Routing congestion map:
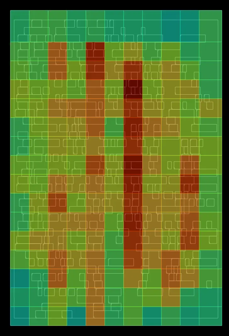
Wire density map:
Drawn at 3 px/um. 15 x 23 tiles, from white (low) to dark blue (high), scaled to the fullest tile. Values are wire area over tile area, all layers added.
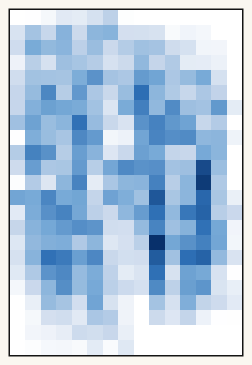
Port wiring:
Drawn at 4 px/um.
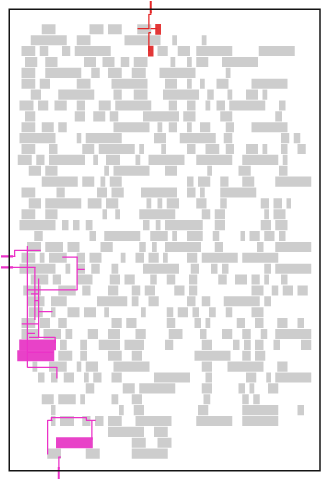
===== src/rtl/user_digit_entry_pkg.sv =====
// Shared game definitions: entry FSM states, BCD limits and guess word geometry.
// Also holds the helper that maps a digit slot to its bit position in the packed guess.
package user_digit_entry_pkg;

  typedef enum logic [1:0] {
    IDLE     = 2'd0,
    COLLECT  = 2'd1,
    COMPLETE = 2'd2
  } state_e;

  localparam logic [3:0] BCD_MAX = 4'd9;
  localparam int         DIGIT_W = 4;
  localparam int         GUESS_W = 16;

  // Slot 0 is the first digit entered and sits in the least significant nibble.
  function automatic int nibble_lsb(input logic [1:0] slot);
    return int'(slot) * DIGIT_W;
  endfunction

endpackage


===== src/rtl/entry_idle_timer.sv =====
// Inactivity timer for guess entry: counts run cycles, restarts on clear.
// expired is combinational and only ever high for one cycle, because the owner leaves COLLECT on it.
module entry_idle_timer #(
  parameter int TIMEOUT_CYCLES = 500_000_000
) (
  input  logic clk,
  input  logic rst,
  input  logic clear,
  input  logic run,
  output logic expired
);

  localparam int                CNT_W = $clog2(TIMEOUT_CYCLES);
  localparam logic [CNT_W-1:0]  LAST  = CNT_W'(TIMEOUT_CYCLES - 1);

  logic [CNT_W-1:0] cnt_q, cnt_d;
  logic             at_last;

  assign at_last = (cnt_q == LAST);

  always_comb begin
    cnt_d   = cnt_q;
    expired = 1'b0;
    if (clear) begin
      cnt_d = '0;
    end else if (run) begin
      if (at_last) begin
        cnt_d   = '0;
        expired = 1'b1;
      end else begin
        cnt_d = cnt_q + 1'b1;
      end
    end
  end

  always_ff @(posedge clk or posedge rst) begin
    if (rst) begin
      cnt_q <= '0;
    end else begin
      cnt_q <= cnt_d;
    end
  end

endmodule


===== src/rtl/user_digit_entry.sv =====
// Assembles four BCD key presses into the packed guess word, with backspace and inactivity abort.
// done/timeout are registered one-cycle pulses; start always wins over key strobes.
module user_digit_entry
  import user_digit_entry_pkg::*;
#(
  parameter int NUM_DIGITS     = 4,
  parameter int TIMEOUT_CYCLES = 500_000_000
) (
  input  logic               clk,
  input  logic               rst,
  input  logic               start,
  input  logic               key_valid,
  input  logic [DIGIT_W-1:0] key_digit,
  input  logic               key_del,
  output logic [GUESS_W-1:0] user_int,
  output logic [2:0]         digit_count,
  output logic               busy,
  output logic               done,
  output logic               timeout
);

  localparam logic [2:0] FULL_CNT = 3'(NUM_DIGITS);

  state_e             state_q, state_d;
  logic [GUESS_W-1:0] user_int_q, user_int_d;
  logic [2:0]         cnt_q, cnt_d;
  logic               busy_q, busy_d;
  logic               done_q, done_d;
  logic               timeout_q, timeout_d;

  logic       in_collect;
  logic       digit_ok;
  logic       accept;
  logic       del_hit;
  logic       timer_clear;
  logic       timer_run;
  logic       expired;
  logic [1:0] add_slot;
  logic [1:0] del_slot;

  assign in_collect = (state_q == COLLECT);
  assign digit_ok   = key_valid && (key_digit <= BCD_MAX);
  assign del_hit    = in_collect && !start && key_del;
  assign accept     = in_collect && !start && !key_del && digit_ok && (cnt_q < FULL_CNT);
  assign add_slot   = cnt_q[1:0];
  assign del_slot   = 2'(cnt_q - 3'd1);

  // A backspace restarts the idle window even when there is nothing to erase.
  assign timer_clear = start || accept || del_hit;
  assign timer_run   = in_collect && !timer_clear;

  entry_idle_timer #(
    .TIMEOUT_CYCLES(TIMEOUT_CYCLES)
  ) u_idle_timer (
    .clk     (clk),
    .rst     (rst),
    .clear   (timer_clear),
    .run     (timer_run),
    .expired (expired)
  );

  always_comb begin
    state_d    = state_q;
    user_int_d = user_int_q;
    cnt_d      = cnt_q;
    done_d     = 1'b0;
    timeout_d  = 1'b0;

    if (start) begin
      state_d    = COLLECT;
      user_int_d = '0;
      cnt_d      = '0;
    end else if (in_collect) begin
      if (key_del) begin
        if (cnt_q != 3'd0) begin
          cnt_d = cnt_q - 3'd1;
          user_int_d[nibble_lsb(del_slot) +: DIGIT_W] = '0;
        end
      end else if (accept) begin
        user_int_d[nibble_lsb(add_slot) +: DIGIT_W] = key_digit;
        cnt_d = cnt_q + 3'd1;
        if (cnt_d == FULL_CNT) begin
          state_d = COMPLETE;
          done_d  = 1'b1;
        end
      end else if (expired) begin
        state_d    = IDLE;
        user_int_d = '0;
        cnt_d      = '0;
        timeout_d  = 1'b1;
      end
    end

    busy_d = (state_d == COLLECT);
  end

  always_ff @(posedge clk or posedge rst) begin
    if (rst) begin
      state_q    <= IDLE;
      user_int_q <= '0;
      cnt_q      <= '0;
      busy_q     <= 1'b0;
      done_q     <= 1'b0;
      timeout_q  <= 1'b0;
    end else begin
      state_q    <= state_d;
      user_int_q <= user_int_d;
      cnt_q      <= cnt_d;
      busy_q     <= busy_d;
      done_q     <= done_d;
      timeout_q  <= timeout_d;
    end
  end

  assign user_int    = user_int_q;
  assign digit_count = cnt_q;
  assign busy        = busy_q;
  assign done        = done_q;
  assign timeout     = timeout_q;

endmodule


===== config.mk =====
export PLATFORM = sky130hd
export DESIGN_NAME = user_digit_entry
export DESIGN_NICKNAME = d
export VERILOG_FILES = /design/src/rtl/user_digit_entry_pkg.sv /design/src/rtl/entry_idle_timer.sv /design/src/rtl/user_digit_entry.sv
export SDC_FILE = /design/constraint.sdc
export NUM_CORES = 1
export LEC_CHECK = 0
export CELL_PAD_IN_SITES_DETAIL_PLACEMENT = 1
export CELL_PAD_IN_SITES_GLOBAL_PLACEMENT = 2
export CORE_ASPECT_RATIO = 1.5
export CORE_UTILIZATION = 36
export DETAILED_ROUTE_END_ITERATION = 8
export PLACE_DENSITY_LB_ADDON = 0.25
export SYNTH_ARGS = -nofsm -noshare
export SYNTH_HDL_FRONTEND = slang
export SYNTH_HIERARCHICAL = 1
export SYNTH_SLANG_ARGS = --single-unit

===== constraint.sdc =====
create_clock -name clk -period 3.05 [get_ports clk]
set_input_delay 0.305 -clock clk [delete_from_list [all_inputs] [get_ports clk]]
set_output_delay 0.305 -clock clk [all_outputs]
set_load 0.01 [all_outputs]

==> flow_summary_export.csv <==
group,metric,value,unit
cells_and_area,largest_cell_class,"multi-input combinational cells",
synthesis,yosys.area.top_type,"dfrtp_1",
cts,clockBufferDepth,2,
setup_path,crit_path_start_kind,"primary input",
synthesis,synth_stat.cells,318,
synthesis,async_flop_share,1.000,
synthesis,syn_area_per_cell,9.636,sq um
floorplanning,die_h,115.0,um
cells_and_area,comb_share,0.4320,
floorplanning,die_area,8892,sq um
run_status,status,"complete, no violations",
sta,min_period,2.738,ns
cts,cts_resized,0,
route,drtPass1Iterations,4,
cells_and_area,clock_area_frac,0.03863,
power,comb_power_share,0.185,
route,drtIter0Drc,115,
setup_path,worst-path-max-fanout,12,
power,power_frac_clock,0.360,
cells_and_area,mostFrequentLayoutCells,"dfrtp_1, clkdlybuf4s50_1, a21oi_1",
grt,grt_pass1_wl,14310,um
placement,placed_area,3581,sq um
power,switching_share,0.2913,
sta,fin_hold_ws,0.4145,ns
cts,cts_made_buffers,5,
cts,cts_sinks,53,
power,p_clk,0.581,mW
cts,clk-insertion-delay-late,0.30,ns
sta,setup_slack,0.3120,ns
sta,max_freq,0.3652,GHz
floorplanning,fp.coreArea,8108,sq um
floorplanning,nWellTaps,105,
route,m1WireLength,3391,um
cells_and_area,fin_cells,466,
synthesis,fp_nets,338,
grt,antenna_found_initial,0,
synthesis,synth_area,3064,sq um
route,viasPerCell,5.657,
floorplanning,io_pins,31,
power,power.internal,1.143,mW
grt,grt_pass1_vias,2800,
power,power-top-group,"sequential cells",
synthesis,yosys_warnings,6,
synthesis,aoi_share,0.1768,
power,p_seq,0.734,mW
power,p_per_area,433.0,nW/um^2
cells_and_area,buffers,50,
cts,ctsHoldBuffers,0,
route,route.met2.wl,4797,um
synthesis,synth_flops,53,
route,drc,0,
synthesis,flop_cell,"dfrtp_1",
power,seq_power_share,0.455,
synthesis,ys_top_logic_family,"simple AND/OR/NAND/NOR gates",
cts,post-cts-setup-buffers,0,
placement,port_buffers,30,
flow_run,maxCapViolations,0,
power,p_leak,1.466,nW
cells_and_area,inverters,17,
cells_and_area,final_area,3725,sq um
sta,rsz0062_at_grt,"false",
cells_and_area,syn_to_final_growth,21.56,%
cells_and_area,comb_area,1609,sq um
synthesis,common_cells,"dfrtp_1, a21oi_1, nor2_1",
synthesis,mux_area_frac,0.006533,
sta,finalCritPeriodShare,0.8977,
synthesis,edf_count,0,
power,power.total,1.613,mW
placement,place_ws,-0.00008837,ns
cts,cts_tree,"built",
setup_path,critPathCaptureType,"flop",
synthesis,ys_sh_simple,0.2626,
cells_and_area,seq_share,0.3561,
sta,hold_viol,0,
floorplanning,row_count,40,
cells_and_area,fillCellCount,973,
grt,grt.overflow.total,0,
floorplanning,die_w,77.33,um
sta,setup_viol,0,
floorplanning,fp_util,0.3779,
setup_path,worstPathRequired,3.27,ns
sta,worst_slew_pin_slew,0.9935,ns
synthesis,ys_area,3064,sq um
power,ir_drop,0.0002092,V
grt,busiest_layer,"met2",
About 'routing congestion map':
All-Layer GR Usage: 0.2082
met2 GRT Util: 0.4177
Routed wire per std cell: 18.27 um
Finished Core Util: 0.4594
met3 Track Usage GR: 0.02937

About 'wire density map':
The mean over all tiles is 0.15. The emptiest ninth of the die: top right. 13% of the tiles are nearly empty. 24% of the tiles are over half the peak. The fullest tile reaches 0.45.
via count: 2,636
overall routed net length: 8512 um

About 'port wiring':
rst: in red, bits 1, direction input, edge top, end cells 2, buffers 1, wire 14.1 um. digit_count: in magenta, bits 3, direction output, edge 2 left, 1 bottom, end cells 3, buffers 3, wire 165 um.

critical path: stages:
cell and delay, ns:
clkdlybuf4s50_1 0.44, or4b_4 0.55, nor2_1 0.10, buf_4 0.15
o2111ai_4 0.11, or4_4 0.62, or4_1 0.52, a21oi_1 0.16
path summary, 6_finish.rpt:
kind	to	cells past startpoint	start	slack (ns)
max	u_idle_timer/cnt_q[27]	8	key_del	0.31
min	u_idle_timer/cnt_q[12]	3	rst	0.41
max reg2reg	u_idle_timer/cnt_q[27]	7	state_q[1]	0.36
min reg2reg	user_int[8]	2	user_int[8]	0.54
max in group asynchronous	busy	2	rst	1.88
min in group clk	user_int[8]	2	user_int[8]	0.54
flip-flops by register name, indices dropped and copies added (netlist names):
register / cells
busy: 1
digit_count: 3
done: 1
state_q: 2
timeout: 1
u_idle_timer/cnt_q: 29
user_int: 16
Power figures rest on the tool's default switching activity, not on a simulated workload.
